===== config.mk =====
export PLATFORM = sky130hd
export DESIGN_NAME = cardinal_nic
export DESIGN_NICKNAME = d
export VERILOG_FILES = /design/src/rtl/cardinal_nic_pkg.sv /design/src/rtl/cardinal_nic_chan_buf.sv /design/src/rtl/cardinal_nic.sv
export SDC_FILE = /design/constraint.sdc
export NUM_CORES = 1
export LEC_CHECK = 0
export ABC_CLOCK_PERIOD_IN_PS = 2600
export CORE_MARGIN = 5
export CORE_UTILIZATION = 42
export DETAILED_ROUTE_END_ITERATION = 10
export PLACE_DENSITY = 0.81
export SYNTH_ARGS = -nofsm -noshare
export SYNTH_HDL_FRONTEND = slang
export SYNTH_SLANG_ARGS = --single-unit

===== constraint.sdc =====
create_clock -name clk -period 2.6 [get_ports clk]
set_input_delay 0.78 -clock clk [delete_from_list [all_inputs] [get_ports clk]]
set_output_delay 0.78 -clock clk [all_outputs]
set_load 0.02 [all_outputs]

===== src/rtl/cardinal_nic_pkg.sv =====
// Shared definitions for the cardinal NIC: register map, packet field positions
// (common with the XY mesh router) and the virtual-channel gating helper.
package cardinal_nic_pkg;

  typedef enum logic [1:0] {
    NIC_ADDR_IBUF  = 2'd0,
    NIC_ADDR_ISTAT = 2'd1,
    NIC_ADDR_OBUF  = 2'd2,
    NIC_ADDR_OSTAT = 2'd3
  } nic_addr_e;

  localparam int PKT_VC_BIT  = 63;
  localparam int PKT_DX_MSB  = 55;
  localparam int PKT_DX_LSB  = 48;
  localparam int PKT_DY_MSB  = 47;
  localparam int PKT_DY_LSB  = 40;
  localparam int PKT_HOP_MSB = 39;
  localparam int PKT_HOP_LSB = 32;

  // A packet may enter the router only in the phase matching its virtual channel.
  function automatic logic vc_phase_match(input logic vc, input logic polarity);
    return (vc == polarity);
  endfunction

endpackage


===== src/rtl/cardinal_nic_chan_buf.sv =====
// One-deep channel buffer: data register plus full flag. A load is taken only
// while empty; a clear only drops the flag, so the data stays readable.
module cardinal_nic_chan_buf #(
  parameter int DATA_W = 64
) (
  input  logic              clk,
  input  logic              reset,
  input  logic              load,
  input  logic              clear,
  input  logic [DATA_W-1:0] d,
  output logic [DATA_W-1:0] q,
  output logic              full
);

  logic [DATA_W-1:0] data_r;
  logic              full_r;

  // Buffer storage and occupancy flag
  always_ff @(posedge clk) begin
    if (reset) begin
      data_r <= {DATA_W{1'b0}};
      full_r <= 1'b0;
    end else if (full_r) begin
      if (clear) begin
        full_r <= 1'b0;
      end else begin
        full_r <= 1'b1;
      end
    end else if (load) begin
      data_r <= d;
      full_r <= 1'b1;
    end else begin
      full_r <= 1'b0;
    end
  end

  assign q    = data_r;
  assign full = full_r;

endmodule


===== src/rtl/cardinal_nic.sv =====
// Processor-to-router network interface: 4-word register map, one-packet output
// channel gated by router readiness and VC phase, one-packet input channel.
module cardinal_nic
  import cardinal_nic_pkg::*;
#(
  parameter int DATA_W = 64,
  parameter int ADDR_W = 2,
  parameter int VC_BIT = PKT_VC_BIT
) (
  input  logic              clk,
  input  logic              reset,
  input  logic [ADDR_W-1:0] addr,
  input  logic [DATA_W-1:0] d_in,
  output logic [DATA_W-1:0] d_out,
  input  logic              nicEn,
  input  logic              nicWrEn,
  output logic              net_so,
  output logic [DATA_W-1:0] net_do,
  input  logic              net_ri,
  input  logic              net_si,
  input  logic [DATA_W-1:0] net_di,
  output logic              net_ro,
  input  logic              net_polarity
);

  nic_addr_e         addr_s;
  logic              rd_en_s;
  logic              wr_en_s;
  logic [DATA_W-1:0] ibuf_data_s;
  logic              ibuf_full_s;
  logic [DATA_W-1:0] obuf_data_s;
  logic              obuf_full_s;
  logic              ibuf_load_s;
  logic              ibuf_clear_s;
  logic              obuf_load_s;
  logic              send_s;

  assign addr_s  = nic_addr_e'(addr[1:0]);
  assign rd_en_s = nicEn & ~nicWrEn;
  assign wr_en_s = nicEn & nicWrEn;

  // Reading the input buffer while full consumes the packet.
  assign ibuf_clear_s = rd_en_s & (addr_s == NIC_ADDR_IBUF);
  assign ibuf_load_s  = net_si & net_ro;
  assign obuf_load_s  = wr_en_s & (addr_s == NIC_ADDR_OBUF);

  assign send_s = obuf_full_s & net_ri & vc_phase_match(obuf_data_s[VC_BIT], net_polarity);

  cardinal_nic_chan_buf #(.DATA_W(DATA_W)) u_ibuf (
    .clk   (clk),
    .reset (reset),
    .load  (ibuf_load_s),
    .clear (ibuf_clear_s),
    .d     (net_di),
    .q     (ibuf_data_s),
    .full  (ibuf_full_s)
  );

  cardinal_nic_chan_buf #(.DATA_W(DATA_W)) u_obuf (
    .clk   (clk),
    .reset (reset),
    .load  (obuf_load_s),
    .clear (send_s),
    .d     (d_in),
    .q     (obuf_data_s),
    .full  (obuf_full_s)
  );

  assign net_so = send_s;
  assign net_do = obuf_data_s;
  assign net_ro = ~ibuf_full_s;

  // Processor read-data mux
  always_comb begin
    d_out = {DATA_W{1'b0}};
    if (rd_en_s) begin
      case (addr_s)
        NIC_ADDR_IBUF:  d_out = ibuf_data_s;
        NIC_ADDR_ISTAT: d_out = {{(DATA_W-1){1'b0}}, ibuf_full_s};
        NIC_ADDR_OBUF:  d_out = obuf_data_s;
        NIC_ADDR_OSTAT: d_out = {{(DATA_W-1){1'b0}}, obuf_full_s};
        default:        d_out = {DATA_W{1'b0}};
      endcase
    end else begin
      d_out = {DATA_W{1'b0}};
    end
  end

endmodule


==> run_summary.xml <==
<?xml version="1.0" encoding="UTF-8"?>
<metrics>
  <group name="synth">
    <metric name="yosys-mux-area-fraction" unit="%">11.3</metric>
    <metric name="yosys-stat-cells" unit="">648</metric>
    <metric name="numSynthFlops" unit="">130</metric>
    <metric name="number_of_distinct_library_cells_after_synthesis" unit="">24</metric>
    <metric name="netlist.area_leader.share" unit="%">44.3</metric>
    <metric name="synth.yosys.chip_area" unit="µm²">5880</metric>
    <metric name="area_leaders" unit="">dfxtp_1 44%, nand2b_1 14%, mux2i_1 11%, a22o_1 9.4%, nand2_1 8.2%</metric>
    <metric name="xor_share_synth" unit="%">0.149</metric>
    <metric name="aoi_oai_family_share_of_the_synthesized_area" unit="%">15.3</metric>
    <metric name="yosysWarnings" unit="">0</metric>
    <metric name="synth.comb.largest_family" unit="">simple AND/OR/NAND/NOR gates</metric>
  </group>
  <group name="clock_network">
    <metric name="htreeDepth" unit="">4</metric>
    <metric name="number_of_buffers_inserted_by_hold_repair_at_cts" unit="">0</metric>
    <metric name="tritoncts_buffer_count" unit="">17</metric>
    <metric name="cts_post_setup_buffers_inserted" unit="">10</metric>
    <metric name="cts_tree" unit="">built</metric>
    <metric name="cts_resized" unit="">423</metric>
  </group>
  <group name="pwr">
    <metric name="power_switching" unit="mW">1.17</metric>
    <metric name="total_combinational_power" unit="mW">0.673</metric>
    <metric name="leakage_power" unit="nW">3.65</metric>
    <metric name="reg_power_share" unit="%">41.8</metric>
    <metric name="finalPower" unit="mW">5.10</metric>
    <metric name="fraction_of_power_spent_switching_nets" unit="%">22.9</metric>
    <metric name="peakVddDrop" unit="V">0.000429</metric>
  </group>
  <group name="die">
    <metric name="n_tap_cell" unit="">180</metric>
    <metric name="io_pins" unit="">267</metric>
    <metric name="chip_area" unit="µm²">16500</metric>
    <metric name="initial_core_utilization" unit="%">42.5</metric>
    <metric name="dieWidth" unit="µm">128</metric>
  </group>
  <group name="setup_path">
    <metric name="timing.reg2reg.worst_path_depth" unit="">5</metric>
    <metric name="worst_setup_path_startpoint" unit="">nicWrEn</metric>
    <metric name="critPathLaunchType" unit="">input pin</metric>
    <metric name="critPathArrivalTime" unit="ps">1920</metric>
    <metric name="worstReg2RegEnd" unit="">u_ibuf.q[53]</metric>
    <metric name="crit_end" unit="">d_out[34]</metric>
  </group>
  <group name="timing">
    <metric name="post_layout_period_usage" unit="%">104</metric>
    <metric name="rsz0062_at_grt" unit="">true</metric>
    <metric name="final.setup.tns" unit="ps">-2480</metric>
    <metric name="finalWorstSetupSlack" unit="ps">-98.6</metric>
    <metric name="drv_slew" unit="">0</metric>
    <metric name="final_setup_violating_endpoints" unit="">63</metric>
    <metric name="hold_viol_final" unit="">0</metric>
    <metric name="fmaxAchievable" unit="GHz">0.371</metric>
    <metric name="timing.hold.ws" unit="ps">456</metric>
  </group>
  <group name="layout">
    <metric name="final_core_utilization" unit="%">69.5</metric>
    <metric name="count_of_clock_net_buffers_in_the_final_layout" unit="">24</metric>
    <metric name="largest_cell_class_by_area" unit="">non-clock buffers</metric>
    <metric name="nNetsFinal" unit="">1050</metric>
    <metric name="flop_area" unit="µm²">2600</metric>
    <metric name="layout-drive-gt1-share" unit="%">14.9</metric>
    <metric name="area_share_nonclk_buffers" unit="%">33.8</metric>
    <metric name="syn2layout_area_growth" unit="%">63.4</metric>
    <metric name="post_layout_nonfiller_instances" unit="">1104</metric>
    <metric name="layout_top_cells" unit="">196 x clkdlybuf4s50_1, 130 x dfxtp_1, 129 x nand2_1</metric>
  </group>
  <group name="placed_design">
    <metric name="place_inst" unit="">1060</metric>
    <metric name="gp_congestion" unit="">0.828</metric>
  </group>
  <group name="global_routing">
    <metric name="global_route_wire_length_before_repair" unit="mm">30.6</metric>
    <metric name="first_global_vias" unit="">5726</metric>
    <metric name="grt_antenna_before_repair" unit="">0</metric>
    <metric name="grt_overflow_total" unit="">0</metric>
  </group>
  <group name="routing">
    <metric name="routed_via_density" unit="">5.14</metric>
    <metric name="drt-initial-drc-count" unit="">308</metric>
    <metric name="antenna_violating_nets_post_route" unit="">0</metric>
  </group>
  <group name="status">
    <metric name="violated_checks" unit="">setup timing</metric>
    <metric name="result_of_the_run" unit="">complete, but fails checks</metric>
  </group>
  <group name="min_path">
    <metric name="holdCritStartpoint" unit="">u_ibuf.q[18]</metric>
    <metric name="worst_hold_path_type" unit="">reg2reg</metric>
  </group>
</metrics>
-- Yosys cell counts --
library cell  number
nor2_1             1
buf_12             5
and3_1             1
mux2i_1           64
inv_1              1
dfxtp_1          130
nand2b_4           1
mux4_2             1
buf_6              1
o21ba_1            1
nor2b_1            2
a22o_1            63
xnor2_1            1
buf_2             27
nand2_1          129
nor3_4             2
a21boi_0           1
a21oi_1           64
clkbuf_1          15
nand2b_1         130
buf_1              5
buf_4              1
nor2_2             1
a211oi_1           1
-- metal layers --
metal	track usage [%]	vias up	share of wire (%)
met4	9.80	0	2.3
met1	29.0	2660	41
met3	6.38	35	7.6
met5	0	-	0
li1	-	2722	-
met2	39.9	260	49
-- critical path, cell delays in order --
cell,delay [ps]
buf_6,100
nand2b_4,160
buf_6,130
nor2_4,140
buf_6,140
buf_12,150
a22o_1,180
buf_6,130
wire_density.png
Drawn at 3 px/µm. 26 x 26 tiles, from white (low) to dark blue (high), scaled to the fullest tile. Values are wire area over tile area, all layers added.
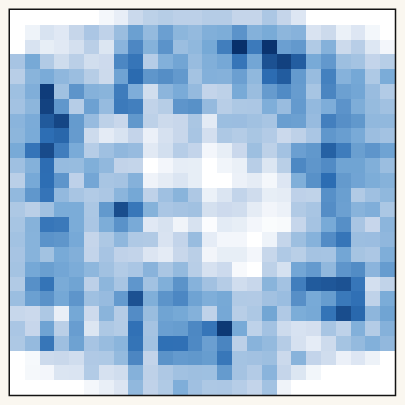
emptiest ninth of the die: middle
nearly empty tiles: 6.2%
mean over tiles: 0.20
fullest tile: 0.53
tiles over half the peak: 26%
count of vias placed by the detailed router: 5,677
global-route usage over all layers: 23.8%
wire length reported by the detailed router: 20.2 mm
WL per Instance: 18.3 µm

clock_map.png
Drawn at 4 px/µm.
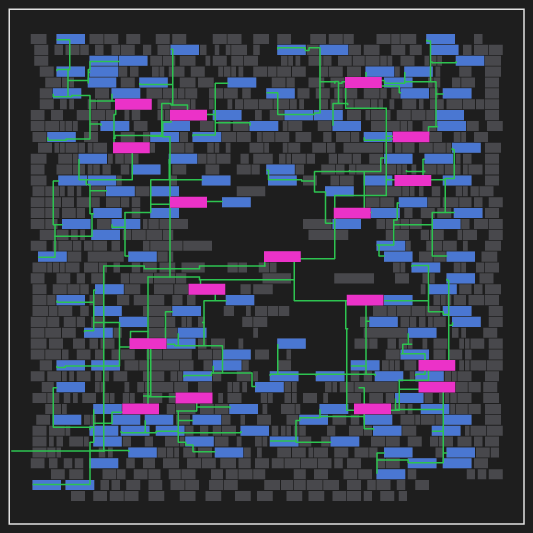
[blue] flip-flops | count: 130
[magenta] cells driving clock nets | count: 17
[green] clock wires | length: 1,650 µm
flops lie: widely spread
Max Clock Skew: 5.31 ps
clock insertion delay at the later pin of the skew report: 410 ps
clock network power: 2.29 mW
clock power share: 45.0%

Power and IR drop assume default switching activity.
